wires.png
The bar under the picture is 20 µm long. Only two layers are drawn.
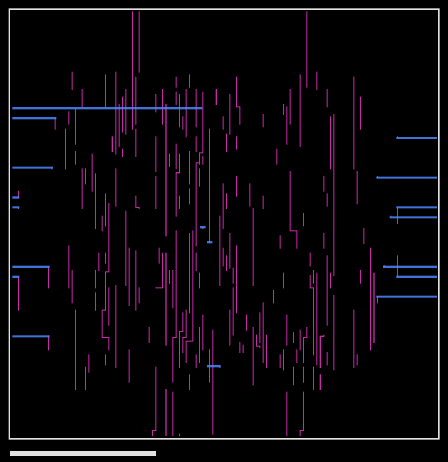
clk_routes.png
The bar under the picture is 20 µm long.
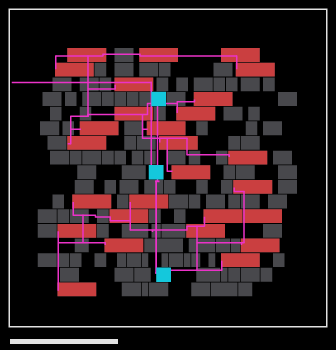
flops_by_reg.png
The bar under the picture is 20 µm long. Other cells in gray.
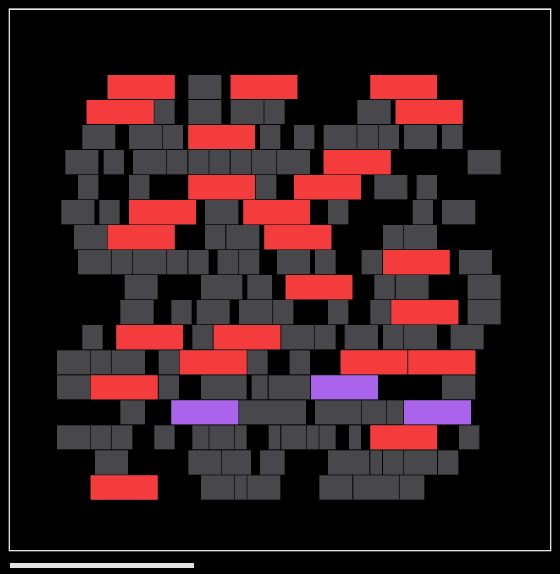
**src/rtl/ff_pipe_pkg.sv**
```systemverilog
// Shared defaults and helpers for the ff_pipe elastic register pipeline.
package ff_pipe_pkg;

  localparam int FF_PIPE_W_DEF = 8;
  localparam int FF_PIPE_D_DEF = 3;

  // Width needed to count 0..depth valid stages.
  function automatic int ff_occ_w(input int depth);
    return $clog2(depth + 1);
  endfunction

endpackage

```
**src/rtl/ff_pipe_stage.sv**
```systemverilog
// One elastic pipeline stage: WIDTH-bit data register, valid bit and local ready term.
module ff_pipe_stage
  import ff_pipe_pkg::*;
#(
  parameter int WIDTH = FF_PIPE_W_DEF
) (
  input  logic             clk,
  input  logic             rst,
  input  logic             en,
  input  logic             flush,
  input  logic             up_valid,
  input  logic [WIDTH-1:0] up_data,
  input  logic             dn_ready,
  output logic             valid,
  output logic [WIDTH-1:0] data,
  output logic             ready
);

  // An empty stage can always take a word; a full one only if its word leaves.
  assign ready = ~valid | dn_ready;

  always_ff @(posedge clk) begin
    if (rst) begin
      valid <= 1'b0;
      data  <= '0;
    end else if (flush) begin
      valid <= 1'b0;
    end else if (en && ready) begin
      valid <= up_valid;
      // Bubbles move forward without disturbing the held data.
      if (up_valid) data <= up_data;
    end
  end

endmodule

```
**src/rtl/ff_pipe.sv**
```systemverilog
// Elastic DEPTH-stage register pipeline with valid/ready handshake and collapsing bubbles.
// Optional OCC (valid-stage count) output is built when FF_PIPE_OCC_EN is defined.
module ff_pipe
  import ff_pipe_pkg::*;
#(
  parameter int WIDTH = FF_PIPE_W_DEF,
  parameter int DEPTH = FF_PIPE_D_DEF
) (
  input  logic                       CLK,
  input  logic                       RESET,
  input  logic                       EN,
  input  logic                       FLUSH,
  input  logic                       IN_VALID,
  output logic                       IN_READY,
  input  logic [WIDTH-1:0]           IN_DATA,
  output logic                       OUT_VALID,
  input  logic                       OUT_READY,
  output logic [WIDTH-1:0]           OUT_DATA
`ifdef FF_PIPE_OCC_EN
  ,
  output logic [ff_occ_w(DEPTH)-1:0] OCC
`endif
);

  logic [DEPTH-1:0] v;
  logic [DEPTH:0]   rdy;
  logic [DEPTH-1:0] up_v;
  logic [WIDTH-1:0] d    [DEPTH];
  logic [WIDTH-1:0] up_d [DEPTH];

  assign rdy[DEPTH] = OUT_READY;

  for (genvar i = 0; i < DEPTH; i++) begin : g_stage
    if (i == 0) begin : g_head
      assign up_v[i] = IN_VALID;
      assign up_d[i] = IN_DATA;
    end else begin : g_body
      assign up_v[i] = v[i-1];
      assign up_d[i] = d[i-1];
    end

    ff_pipe_stage #(
      .WIDTH(WIDTH)
    ) u_stage (
      .clk     (CLK),
      .rst     (RESET),
      .en      (EN),
      .flush   (FLUSH),
      .up_valid(up_v[i]),
      .up_data (up_d[i]),
      .dn_ready(rdy[i+1]),
      .valid   (v[i]),
      .data    (d[i]),
      .ready   (rdy[i])
    );
  end

  assign IN_READY  = EN & ~FLUSH & rdy[0];
  assign OUT_VALID = EN & v[DEPTH-1];
  assign OUT_DATA  = d[DEPTH-1];

`ifdef FF_PIPE_OCC_EN
  localparam int OCC_W = ff_occ_w(DEPTH);

  always_comb begin
    OCC = '0;
    for (int i = 0; i < DEPTH; i++) OCC = OCC + OCC_W'(v[i]);
  end
`endif

endmodule

```
**config.mk**
```make
export PLATFORM = sky130hd
export DESIGN_NAME = ff_pipe
export DESIGN_NICKNAME = d
export VERILOG_FILES = /design/src/rtl/ff_pipe_pkg.sv /design/src/rtl/ff_pipe_stage.sv /design/src/rtl/ff_pipe.sv
export SDC_FILE = /design/constraint.sdc
export NUM_CORES = 1
export LEC_CHECK = 0
export CORE_MARGIN = 5
export CORE_UTILIZATION = 54
export DETAILED_ROUTE_END_ITERATION = 8
export PLACE_DENSITY = 0.82
export SLEW_MARGIN = 20
export SYNTH_ARGS = -nofsm -noshare
export SYNTH_HDL_FRONTEND = slang
export SYNTH_HIERARCHICAL = 1
export SYNTH_SLANG_ARGS = --single-unit
```
**constraint.sdc**
```tcl
create_clock -name CLK -period 3.6 [get_ports CLK]
set_input_delay 0.72 -clock CLK [delete_from_list [all_inputs] [get_ports CLK]]
set_output_delay 0.72 -clock CLK [all_outputs]
set_load 0.1 [all_outputs]
```
==> summary.txt <==
Reports from this run.

- The flow ran to the end, and the final reports show no timing, DRC or antenna violations.
- The number of cell instances after yosys synthesis is 125.
- Looking at the clock tree report, the H-tree level count equals 1.
- The transition time at the pin with the least slew margin is 0.964 ns.
- The sequential area share after synthesis is 42.2%.
- The total CTS buffers is 3.
- The total number of nets in the final design is 162.
- For reference, the most critical setup path is categorized as input pin to output pin.
- The area fraction in full adders, half adders and majority gates is 0%.
- For this run, the final setup violation count is recorded as 0.
- The total instance count after detailed placement reads 171.
- The synthesized-area fraction occupied by ao, oa, aoi and oai cells reads 1.76%.
- The tally of max-capacitance violations is 0.
- The number of flip-flops and latches in the synthesized netlist reads 27.
- The switching portion of total power reads 23.0%.
- The start point of the critical path is OUT_READY.
- The analysis reports a worst IR drop on VDD of 203 µV.
- The cell row count reads 17.
- For the worst setup path, the data arrival time is 1.96 ns.
- The floorplan core density is 57.3%.
- After routing, the total negative slack on setup checks comes to 0 ns.
- The x dimension of the die reads 58.7 µm.
- The final standard cell count with taps included and fillers excluded is 175.
- The worst-case headroom to the max-slew limit reads 35.6%.
- The total leakage power reads 0.525 nW.
- In this run, the synthesized area fraction spent on and/or/nand/nor cells is recorded as 33.7%.
- The first global-routing pass estimated 3330 µm of wire.
- The slack of the worst reg-to-reg path reads 1.96 ns.
- The synthesized instance count is 125.
- The count of distinct cell types in the synthesized netlist reads 12.
- The end of the worst register-to-register path reads g_stage[0].u_stage/data[4].
- The most numerous cell type found on the critical path is sky130_fd_sc_hd__nand2b_4.
- The script reports the combined buffer and inverter count of the critical path as 2.
- Of the total power, registers draw 62.8%.
- Detailed-route iteration 0 reported a violation count of 12.
- The internal power summed over all cells is 374 µW.
- The worst register-to-register path begins at g_stage[2].u_stage/valid.
- The fill cell total of the finished layout reads 188.
- The die height is 58.7 µm.
- Counting the warning lines in the Yosys log gives 6.
- The worst hold path depth is 2.
- The net count after synthesis reads 139.
- For this design, the slowest cell found on the critical path is sky130_fd_sc_hd__clkdlybuf4s50_1.
- Dividing the synthesized area by the synthesized cell count gives 10.2 µm².
- The biggest fanout along the worst timing path is 3.
- The power after layout reads 485 µW.
- The delay of the slowest cell on the worst path reads 0.47 ns.
- In this run the power spent charging and discharging nets is 111 µW.
- Of the total power, combinational logic draws 10.4%.
- The required time reported for the critical path endpoint is 2.88 ns.
- The cts-stage hold buffer count reads 0.
- The number of antenna violations at the first check in global routing is 0.
- In the synthesized netlist, mux cells make up 18.8% of the area.
- According to the floorplan report, the total die area is 0.00344 mm².
- The placement report lists the number of port buffers as 23.
- The via count of the first global-routing pass is 807.
- For reference, the critical path cell chain is clkdlybuf4s50_1 -> nand2b_4 -> nand2b_4 -> nand2b_4 -> and3b_1 -> buf_12.
- The type of element capturing the critical path is an output pin.
- The post-route minimum period reads 2.68 ns.
- In this run the remaining antenna-violating nets after routing total 0.
- Final hold analysis gives a worst-case slack of 0.479 ns.
- The buffer count from post-CTS setup fixing is 0.
- The placed standard-cell area reads 0.00152 mm².
- For this design, the sink count on the clock tree is 27.
- The tightest min-delay check is of the register to register type.
- The combined area of the multi-input logic cells is 694 µm².
- The clock latency reported for the late side of the worst-skew pair reads 0.32 ns.
- The finished cells cover 0.00154 mm².
- The ratio of cells with drive above 1 in the final layout reads 8.84%.
- The clock tree from TritonCTS is done.
- The post-synthesis instance area reads 0.00128 mm².
- Grouping non-sequential cells by family puts the most area in simple AND/OR/NAND/NOR gates.
- In the log, the iteration count for the first detailed-route pass is 4.
- In the final report, the number of hold violations comes to 0.
- In this run the clock root is driven by a sky130_fd_sc_hd__clkbuf_4.
- After global routing the overflow that remains totals 0.
- For the final database, setup skew stands at 0.00612 ns.
- The tally of OpenROAD warnings is 26.
- The number of antenna diodes in the final layout is 0.
- The number of primary I/O pins is 24.
- The routability-driven placement congestion ratio is 0.687.
- The worst slack at placement reads 0.919 ns.
- The cell area power density reads 315 mW/mm².
- The chip area line in the Yosys stat output reads 0.00128 mm².
-- wires.png (at the start) --
color	layer	wire length
magenta	metal 2	890 µm
blue	metal 3	95.9 µm
average routed wire per standard cell: 11.5 µm
DRT Wirelength: 2010 µm
detailed-route via count: 868
overall routing resource usage: 12.7%

-- clk_routes.png (at the start) --
[red] flip-flops | count: 27
[cyan] clock drivers | count: 3
[magenta] clock wires | length: 305 µm
routed clock nets	4
power drawn by the clock network: 130 µW
clock group share of total power: 26.8%

-- flops_by_reg.png (at the start) --
color	netlist name	flops
purple	g_stage.u_stage/valid	3
red	g_stage.u_stage/data	24
final design utilization: 69.1%
sequential cell area share: 35.0%
total area of sequential cells: 541 µm²
flip-flop and latch power: 305 µW

## per-layer routing
| layer | part of all wire (%) | track usage [%] | vias to the layer above | wire length (µm) |
|---|---|---|---|---|
| met1 | 49 | 16.2 | 396 | 988 |
| met3 | 4.7 | 2.63 | 4 | 95 |
| met5 | 0 | 0 | - | 0 |
| li1 | - | - | 451 | - |
| met4 | 1.6 | 6.80 | 0 | 33 |
| met2 | 44 | 19.9 | 17 | 890 |
## kinds of logic (layout without fill, tap and decap cells)
kind of cell           after synthesis  after routing
AND-OR/OR-AND                        3              3
buffers and inverters                6             28
flip-flops                          27             27
multiplexers                        24             24
AND/OR/NAND/NOR                     65             65
## registers in the layout, indices dropped and copies added (netlist names)
signal / count
g_stage.u_stage/data: 24
g_stage.u_stage/valid: 3
## area by class of cell
class	instances	area share, %
multi-input cells	92	45.0
flip-flops and latches	27	35.0
repair buffers	24	15.9
well taps	28	2.27
clock buffers	3	1.46
clock inverters	1	0.324
## placed cells by master, fill, tap and decap left out, drive strengths merged
| cell | netlist | final |
|---|---|---|
| nand2b | 51 | 51 |
| dfxtp | 27 | 27 |
| mux2i | 24 | 24 |
| clkdlybuf4s50 | 0 | 21 |
| nand2 | 6 | 6 |
| clkbuf | 3 | 3 |
| nor3b | 3 | 3 |
| a21boi | 3 | 3 |
| nor3 | 3 | 3 |
| buf | 3 | 3 |
| and2 | 1 | 1 |
| and3b | 1 | 1 |
| clkinv | 0 | 1 |
## Yosys cell counts
| library cell | instances | area (µm²) |
|---|---|---|
| sky130_fd_sc_hd__nand2b_1 | 48 | 300 |
| sky130_fd_sc_hd__dfxtp_1 | 27 | 541 |
| sky130_fd_sc_hd__nand2_1 | 6 | 22.5 |
| sky130_fd_sc_hd__a21boi_0 | 3 | 22.5 |
| sky130_fd_sc_hd__and2_1 | 1 | 6.26 |
| sky130_fd_sc_hd__mux2i_1 | 24 | 240 |
| sky130_fd_sc_hd__nor3_1 | 3 | 15.0 |
| sky130_fd_sc_hd__nand2b_4 | 3 | 41.3 |
| sky130_fd_sc_hd__buf_6 | 3 | 33.8 |
| sky130_fd_sc_hd__and3b_1 | 1 | 8.76 |
| sky130_fd_sc_hd__clkbuf_1 | 3 | 11.3 |
| sky130_fd_sc_hd__nor3b_2 | 3 | 37.5 |
## worst min path at each step
stage,startpoint,to
6_report,g_stage[2].u_stage/data[7],g_stage[2].u_stage/data[7]
5_1_grt,g_stage[1].u_stage/data[4],g_stage[1].u_stage/data[4]
4_1_cts,g_stage[2].u_stage/data[7],g_stage[2].u_stage/data[7]
3_5_place_dp,g_stage[2].u_stage/data[7],g_stage[2].u_stage/data[7]
3_3_place_gp,g_stage[2].u_stage/data[0],g_stage[2].u_stage/data[0]
2_1_floorplan,g_stage[0].u_stage/data[0],g_stage[0].u_stage/data[0]
## power groups by stage
| stage | clock network (mW) | registers (mW) | logic, mW |
|---|---|---|---|
| global route | 0.149 | 0.305 | 0.0544 |
| floorplan | 0 | 0.311 | 0.0280 |
| detailed placement | 0 | 0.311 | 0.0510 |
| CTS | 0.135 | 0.305 | 0.0512 |
| finish | 0.130 | 0.305 | 0.0507 |
| global placement | 0 | 0.311 | 0.0495 |
Power is estimated from default activity; no workload was simulated.
